===== config.mk =====
export PLATFORM = sky130hd
export DESIGN_NAME = wavetable_voice_scheduler
export DESIGN_NICKNAME = d
export VERILOG_FILES = /design/src/rtl/synth_pkg.sv /design/src/rtl/wavetable_voice_scheduler.sv
export SDC_FILE = /design/constraint.sdc
export NUM_CORES = 1
export LEC_CHECK = 0
export CORE_ASPECT_RATIO = 1.5
export CORE_MARGIN = 4
export CORE_UTILIZATION = 40
export CTS_BUF_LIST = sky130_fd_sc_hd__clkbuf_4 sky130_fd_sc_hd__clkbuf_8 sky130_fd_sc_hd__clkbuf_16
export CTS_CLUSTER_SIZE = 28
export DETAILED_ROUTE_END_ITERATION = 8
export PLACE_DENSITY = 0.65
export SLEW_MARGIN = 5
export SYNTH_ARGS = -nofsm -noshare
export SYNTH_HDL_FRONTEND = slang
export SYNTH_SLANG_ARGS = --single-unit

===== constraint.sdc =====
create_clock -name clk_i -period 11 [get_ports clk_i]
set_input_delay 2.2 -clock clk_i [delete_from_list [all_inputs] [get_ports clk_i]]
set_output_delay 2.2 -clock clk_i [all_outputs]
set_load 0.1 [all_outputs]

===== src/rtl/synth_pkg.sv =====
// Shared types and width constants for the wavetable voice scheduler.
package synth_pkg;

  // Sweep control states.
  typedef enum logic [1:0] {
    S_IDLE  = 2'd0,
    S_ISSUE = 2'd1,
    S_DRAIN = 2'd2,
    S_DONE  = 2'd3
  } state_e;

  // Width of a select field able to index n entries (at least one bit).
  function automatic int sel_w(input int n);
    return (n <= 2) ? 1 : $clog2(n);
  endfunction

  localparam int DEF_NUM_WAVES = 4;
  localparam int DEF_NUM_BANDS = 22;

  // Select widths for the default table geometry, used by parents and benches.
  localparam int WAVE_W = sel_w(DEF_NUM_WAVES);
  localparam int BAND_W = sel_w(DEF_NUM_BANDS);

endpackage


===== src/rtl/wavetable_voice_scheduler.sv =====
// Time-multiplexed wavetable voice mixer: on each sample tick it snapshots the
// voice settings, walks the voices through one shared external ROM and sums
// the enabled voices' samples into a full-precision mix.
module wavetable_voice_scheduler
  import synth_pkg::*;
#(
  parameter int NUM_VOICES = 8,
  parameter int LUT_BITS   = 10,
  parameter int DATA_W     = 24,
  parameter int NUM_WAVES  = DEF_NUM_WAVES,
  parameter int NUM_BANDS  = DEF_NUM_BANDS,
  localparam int WV_W  = sel_w(NUM_WAVES),
  localparam int BD_W  = sel_w(NUM_BANDS),
  localparam int IDX_W = $clog2(NUM_VOICES),
  localparam int ACC_W = DATA_W + IDX_W
) (
  input  logic                           clk_i,
  input  logic                           rst_ni,
  input  logic                           sample_tick_i,
  input  logic [NUM_VOICES-1:0]          voice_en_i,
  input  logic [NUM_VOICES*LUT_BITS-1:0] voice_phase_i,
  input  logic [NUM_VOICES*WV_W-1:0]     voice_wave_i,
  input  logic [NUM_VOICES*BD_W-1:0]     voice_band_i,
  output logic [WV_W-1:0]                rom_wave_o,
  output logic [BD_W-1:0]                rom_band_o,
  output logic [LUT_BITS-1:0]            rom_phase_o,
  input  logic signed [DATA_W-1:0]       rom_data_i,
  output logic signed [ACC_W-1:0]        mix_o,
  output logic                           mix_valid_o,
  output logic                           busy_o,
  output logic                           overrun_o,
  input  logic                           clear_overrun_i
);

  // Sign-extend one ROM sample to accumulator width.
  function automatic logic signed [ACC_W-1:0] sext(input logic signed [DATA_W-1:0] d);
    return {{IDX_W{d[DATA_W-1]}}, d};
  endfunction

  state_e                  state_q, state_d;
  logic [IDX_W-1:0]        idx_q, idx_d, sel_idx;
  logic [NUM_VOICES-1:0]   en_snap_q;
  logic [LUT_BITS-1:0]     phase_snap_q [NUM_VOICES];
  logic [WV_W-1:0]         wave_snap_q  [NUM_VOICES];
  logic [BD_W-1:0]         band_snap_q  [NUM_VOICES];
  logic signed [ACC_W-1:0] acc_q, acc_d, mix_q;
  logic                    ovr_q, ovr_d;
  logic                    vld_p1, en_p1;
  logic                    start, issue, last_issue;

  assign start      = (state_q == S_IDLE) && sample_tick_i;
  assign issue      = (state_q == S_ISSUE);
  assign last_issue = issue && (idx_q == IDX_W'(NUM_VOICES - 1));

  // FSM state register.
  always_ff @(posedge clk_i) begin
    if (!rst_ni) state_q <= S_IDLE;
    else         state_q <= state_d;
  end

  // FSM next-state: fixed-length sweep, ticks outside IDLE are not accepted.
  always_comb begin
    state_d = state_q;
    case (state_q)
      S_IDLE:  if (sample_tick_i) state_d = S_ISSUE;
      S_ISSUE: if (last_issue)    state_d = S_DRAIN;
      S_DRAIN: state_d = S_DONE;
      S_DONE:  state_d = S_IDLE;
      default: state_d = S_IDLE;
    endcase
  end

  // FSM outputs: ROM address of the voice being issued (voice 0 otherwise).
  always_comb begin
    sel_idx = '0;
    if (issue) sel_idx = idx_q;
    rom_wave_o  = wave_snap_q[sel_idx];
    rom_band_o  = band_snap_q[sel_idx];
    rom_phase_o = phase_snap_q[sel_idx];
    busy_o      = (state_q != S_IDLE);
    mix_valid_o = (state_q == S_DONE);
  end

  // Datapath next-state: voice counter, accumulator and sticky overrun flag.
  always_comb begin
    idx_d = issue ? idx_q + 1'b1 : '0;
    acc_d = acc_q;
    if (start)                 acc_d = '0;
    else if (vld_p1 && en_p1)  acc_d = acc_q + sext(rom_data_i);
    ovr_d = ovr_q;
    if (sample_tick_i && (state_q != S_IDLE)) ovr_d = 1'b1;
    if (clear_overrun_i)                      ovr_d = 1'b0;
  end

  // Datapath registers: snapshot, issue pipeline, accumulator and mix result.
  always_ff @(posedge clk_i) begin
    if (!rst_ni) begin
      idx_q     <= '0;
      acc_q     <= '0;
      mix_q     <= '0;
      ovr_q     <= 1'b0;
      vld_p1    <= 1'b0;
      en_p1     <= 1'b0;
      en_snap_q <= '0;
      for (int v = 0; v < NUM_VOICES; v++) begin
        phase_snap_q[v] <= '0;
        wave_snap_q[v]  <= '0;
        band_snap_q[v]  <= '0;
      end
    end else begin
      if (start) begin
        en_snap_q <= voice_en_i;
        for (int v = 0; v < NUM_VOICES; v++) begin
          phase_snap_q[v] <= voice_phase_i[v*LUT_BITS +: LUT_BITS];
          wave_snap_q[v]  <= voice_wave_i[v*WV_W +: WV_W];
          band_snap_q[v]  <= voice_band_i[v*BD_W +: BD_W];
        end
      end
      idx_q <= idx_d;
      // Stage p1: the ROM answers the address issued one cycle earlier.
      vld_p1 <= issue;
      en_p1  <= en_snap_q[idx_q];
      acc_q  <= acc_d;
      if (state_q == S_DRAIN) mix_q <= acc_d;
      ovr_q <= ovr_d;
    end
  end

  assign mix_o     = mix_q;
  assign overrun_o = ovr_q;

endmodule


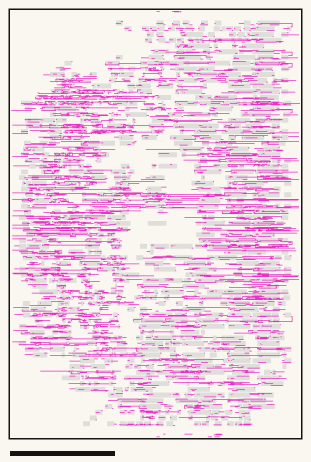
Run 1: the metal 1 layer
Scale bar: 50 um.
share of all routed wire = 38%
longest straight run = 45.5 um
nets with wire on the layer = 1172
wire length on this layer = 10400 um

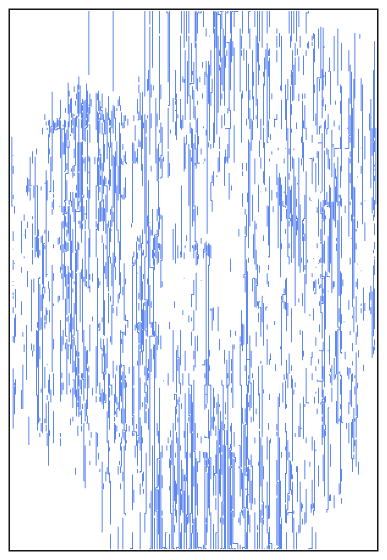
Run 1: metal 2
wire length on this layer = 14800 um
longest straight run = 74.8 um
nets with wire on the layer = 1106
main direction = vertical
share of all routed wire = 54%

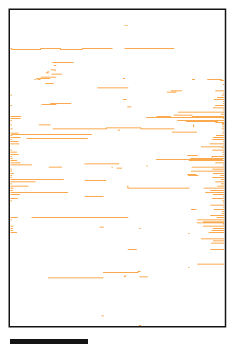
Run 1: met3 routing
Scale bar: 50 um.
nets with wire on the layer = 146
share of all routed wire = 5.7%

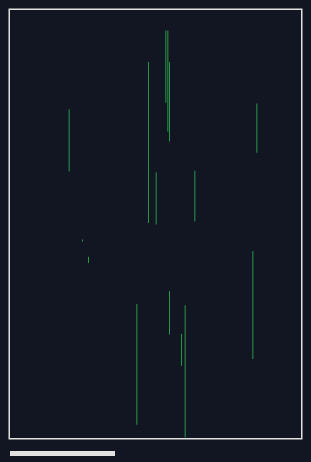
Run 1: the metal 4 layer
Scale bar: 50 um.
main direction = vertical
wire length on this layer = 505 um

==> impl_metrics.toml, run 1 <==
# yosys + openroad results
[status]
status = "complete, no violations"

[synthesis]
yosysCellCount = 850
common_cells = "and2_1, edfxtp_1, nand2_1, dfxtp_1, a21oi_1"
aoi_share_pct = 9.388
synth_area_mm2 = 0.01018
synthTopLogicFamily = "simple AND/OR/NAND/NOR gates"
yosys_area_mm2 = 0.01018
simple_gate_share_pct = 16.98
yosysTopAreaCellShare_pct = 40.11
ys.flop_type = "edfxtp_1"
avgSynthCellArea_um2 = 11.98

[grt]
first_global_vias = 7577
grt_busiest_layer = "met2"
grt_max_degree = 103

[power]
total_power_w = 0.002421
p_leak_nw = 5.056
ir_drop_uv = 149.8
power_frac_clock_pct = 29.2

[critical_path]
cp_cell_sequence = "nand2_1 -> mux4_2 -> mux2_2 -> clkdlybuf4s50_1"
required_ps = 8800
crit_slowest_cell = "clkdlybuf4s50_1"
path_max_fanout = 20
cp-start-kind = "flip-flop"
crit_cells = 4
worstReg2RegEnd = "phase_snap_q[4][5]$_SDFFCE_PN0P_"
cp_top_family = "buffers and inverters"

[drt]
routedWlPerCell_um = 19.42
routed-wl-met2_um = 14780
vias = 7282
totalWireLength_um = 27250
highest_layer = "met5"
met3_length_um = 1545

[hold_path]
holdCritPathClass = "flip-flop to flip-flop"
holdPathStages = 2

[cells_and_area]
area_share_nonclk_buffers_pct = 16.73
fin_nets = 1262
clock_cell_area_share_pct = 5.202
utilization_pct = 53.39

[floorplanning]
ios = 219
die_h_um = 203.4
nWellTaps = 328
fp.dieW_um = 138.3

[final_timing]
final-setup-viol-count = 0
period_needed_ps = 6102

[clock_network]
cts.sinks = 206

[job]
tool_warnings = 32
run 1: worst max-delay path by stage:
stage / from / to
after CTS: idx_q[2]$_SDFF_PN0_ / rom_band_o[0]
after global routing: idx_q[2]$_SDFF_PN0_ / rom_wave_o[1]
final: idx_q[2]$_SDFF_PN0_ / rom_band_o[0]
after detailed placement: idx_q[2]$_SDFF_PN0_ / rom_band_o[0]
after global placement: idx_q[2]$_SDFF_PN0_ / rom_phase_o[9]
after floorplan: sample_tick_i / band_snap_q[0][0]$_SDFFCE_PN0P_
run 1: sequential cells by signal, indices dropped and copies added (netlist names):
signal and flops:
acc_q 27, en_snap_q 8, state_q 2, idx_q 3
overrun_o 1, mix_o 27, phase_snap_q 80, en_p1 1
band_snap_q 40, vld_p1 1, wave_snap_q 16
==> inputs of run 2 (changes only) <==
- clock period: 11 -> 5.8 ns (I/O delays scaled with it)
==> impl_metrics.toml, run 2 <==
# yosys + openroad results
[synthesis]
avgSynthCellArea_um2 = 11.98
yosys_area_mm2 = 0.01018
ys.flop_type = "edfxtp_1"
yosysCellCount = 850
yosysTopAreaCellShare_pct = 40.11

[drt]
totalWireLength_um = 26610
routed-wl-met2_um = 13950
routedWlPerCell_um = 18.93

[critical_path]
cp_top_family = "multiplexers"

[floorplanning]
ios = 219
die_h_um = 203.4

[cells_and_area]
largest_reg_flops = 80
top_register = "phase_snap_q"
fin_nets = 1264

[final_timing]
final-setup-viol-count = 0

[status]
status = "complete, no violations"

[power]
power_frac_clock_pct = 29.2
p_leak_nw = 5.078

[job]
tool_warnings = 30

[clock_network]
cts.sinks = 206

[grt]
grt_max_degree = 82
[run 2: worst paths after layout]
check	start	end	slack [ps]	cells after the start
max	state_q[1]$_SDFFE_PN0P_	rom_phase_o[1]	1480	7
min	en_snap_q[2]$_SDFFE_PN0P_	en_snap_q[2]$_SDFFE_PN0P_	460	2
max reg2reg	state_q[0]$_SDFFE_PN0P_	wave_snap_q[0][0]$_SDFFCE_PN0P_	2470	7
min reg2reg	en_snap_q[2]$_SDFFE_PN0P_	en_snap_q[2]$_SDFFE_PN0P_	460	2
[run 2: final cells by class]
class,instances,share of cell area [%]
Sequential cell,206,41.12
Tap cell,328,3.076
Multi-Input combinational cell,580,33.38
Clock inverter,7,0.2626
Clock buffer,33,4.924
Antenna cell,4,0.07503
Timing Repair Buffer,228,16.56
Inverter,20,0.6002
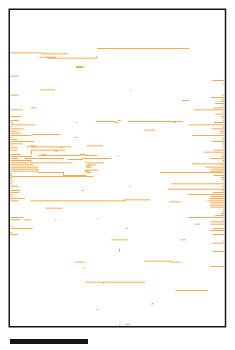
Run 2: met3 routing
Scale bar: 50 um.
nets with wire on the layer = 148
main direction = horizontal
share of all routed wire = 5.9%
wire length on this layer = 1580 um

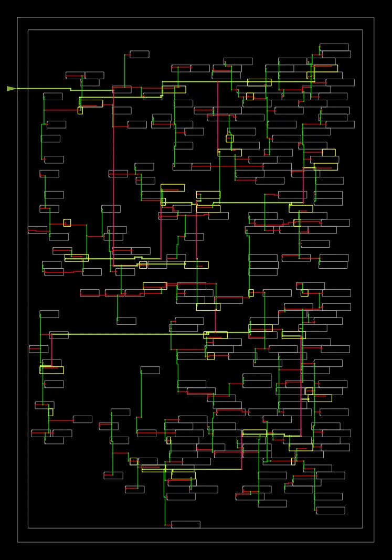
Run 2: clock routing
Insertion Delay late pin: 490 ps
Final Skew: 7.179 ps
Inserted Clock Buffers: 22
Clock net power: 0.00133 W

==> inputs of run 3 (changes only) <==
- clock period: 5.8 -> 4.05 ns (I/O delays scaled with it)
==> impl_metrics.toml, run 3 <==
# yosys + openroad results
[synthesis]
synthTopLogicFamily = "simple AND/OR/NAND/NOR gates"
yosys_area_mm2 = 0.01018
simple_gate_share_pct = 16.98
yosysCellCount = 850
ys.flop_type = "edfxtp_1"
yosysTopAreaCellShare_pct = 40.11
avgSynthCellArea_um2 = 11.98
common_cells = "and2_1, edfxtp_1, nand2_1, dfxtp_1, a21oi_1"

[critical_path]
cp_top_family = "multiplexers"
crit_slowest_cell = "mux4_2"
path_max_fanout = 17
worstReg2RegEnd = "mix_o[26]$_SDFFE_PN0P_"
worst_r2r_startpoint = "acc_q[0]$_SDFF_PN0_"
required_ps = 3240
r2r_slack_ps = 1180
cp.arrival_ps = 2770
crit_start = "state_q[1]$_SDFFE_PN0P_"
crit_cells = 7
cp_cell_sequence = "inv_1 -> ha_1 -> nand2_1 -> buf_4 -> mux4_2 -> mux2_2 -> buf_12"

[drt]
highest_layer = "met5"
met3_length_um = 1253
vias = 7236
routedWlPerCell_um = 19.05
totalWireLength_um = 26900

[clock_network]
cts_made_buffers = 22

[status]
status = "complete, no violations"

[power]
total_power_w = 0.006824
p_leak_nw = 5.195
ir_drop_uv = 436.3

[cells_and_area]
largest_reg_flops = 80
reg_top3 = "phase_snap_q: 80 flops, band_snap_q: 40 flops"
utilization_pct = 54.52

[grt]
first_global_vias = 7594
grt_max_degree = 83

[floorplanning]
ios = 219
die_h_um = 203.4

[hold_path]
holdPathStages = 2
holdCritPathClass = "flip-flop to flip-flop"

[final_timing]
final-setup-viol-count = 0

[job]
tool_warnings = 30
-- run 3: power by group --
| group | total (W) | switching (W) | leakage (nW) | internal, W |
|---|---|---|---|---|
| sequential | 0.00283 | 0.000105 | 2.02 | 0.00272 |
| combinational | 0.00202 | 0.00120 | 2.82 | 0.000820 |
| clock | 0.00198 | 0.000799 | 0.348 | 0.00118 |
-- run 3: cell type report --
cell class / count / area, um2 / share of cell area (%)
antenna: 1 / 2.502 / 0.01832
sequential: 206 / 5487 / 40.17
clock buffer: 26 / 598.1 / 4.379
tap: 328 / 410.4 / 3.005
timing repair buffer: 237 / 2515 / 18.41
clock inverter: 14 / 112.6 / 0.8245
multi-input combinational: 580 / 4453 / 32.60
inverter: 20 / 80.08 / 0.5863
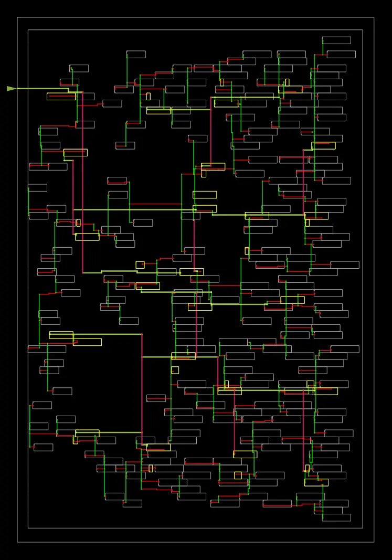
Run 3: clock routing
CTS sink cnt: 206
clock buf count: 26
Clock net power: 0.00198 W
Insertion Delay late pin: 500 ps

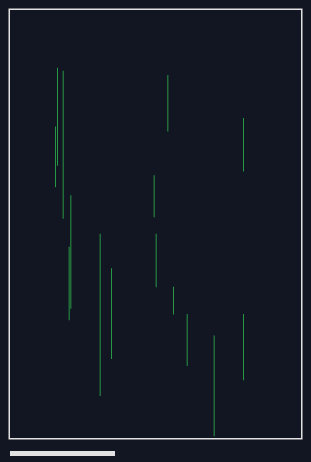
Run 3: the metal 4 layer
Scale bar: 50 um.
share of all routed wire = 2.1%
wire length on this layer = 566 um

Power figures rest on the tool's default switching activity, not on a simulated workload.
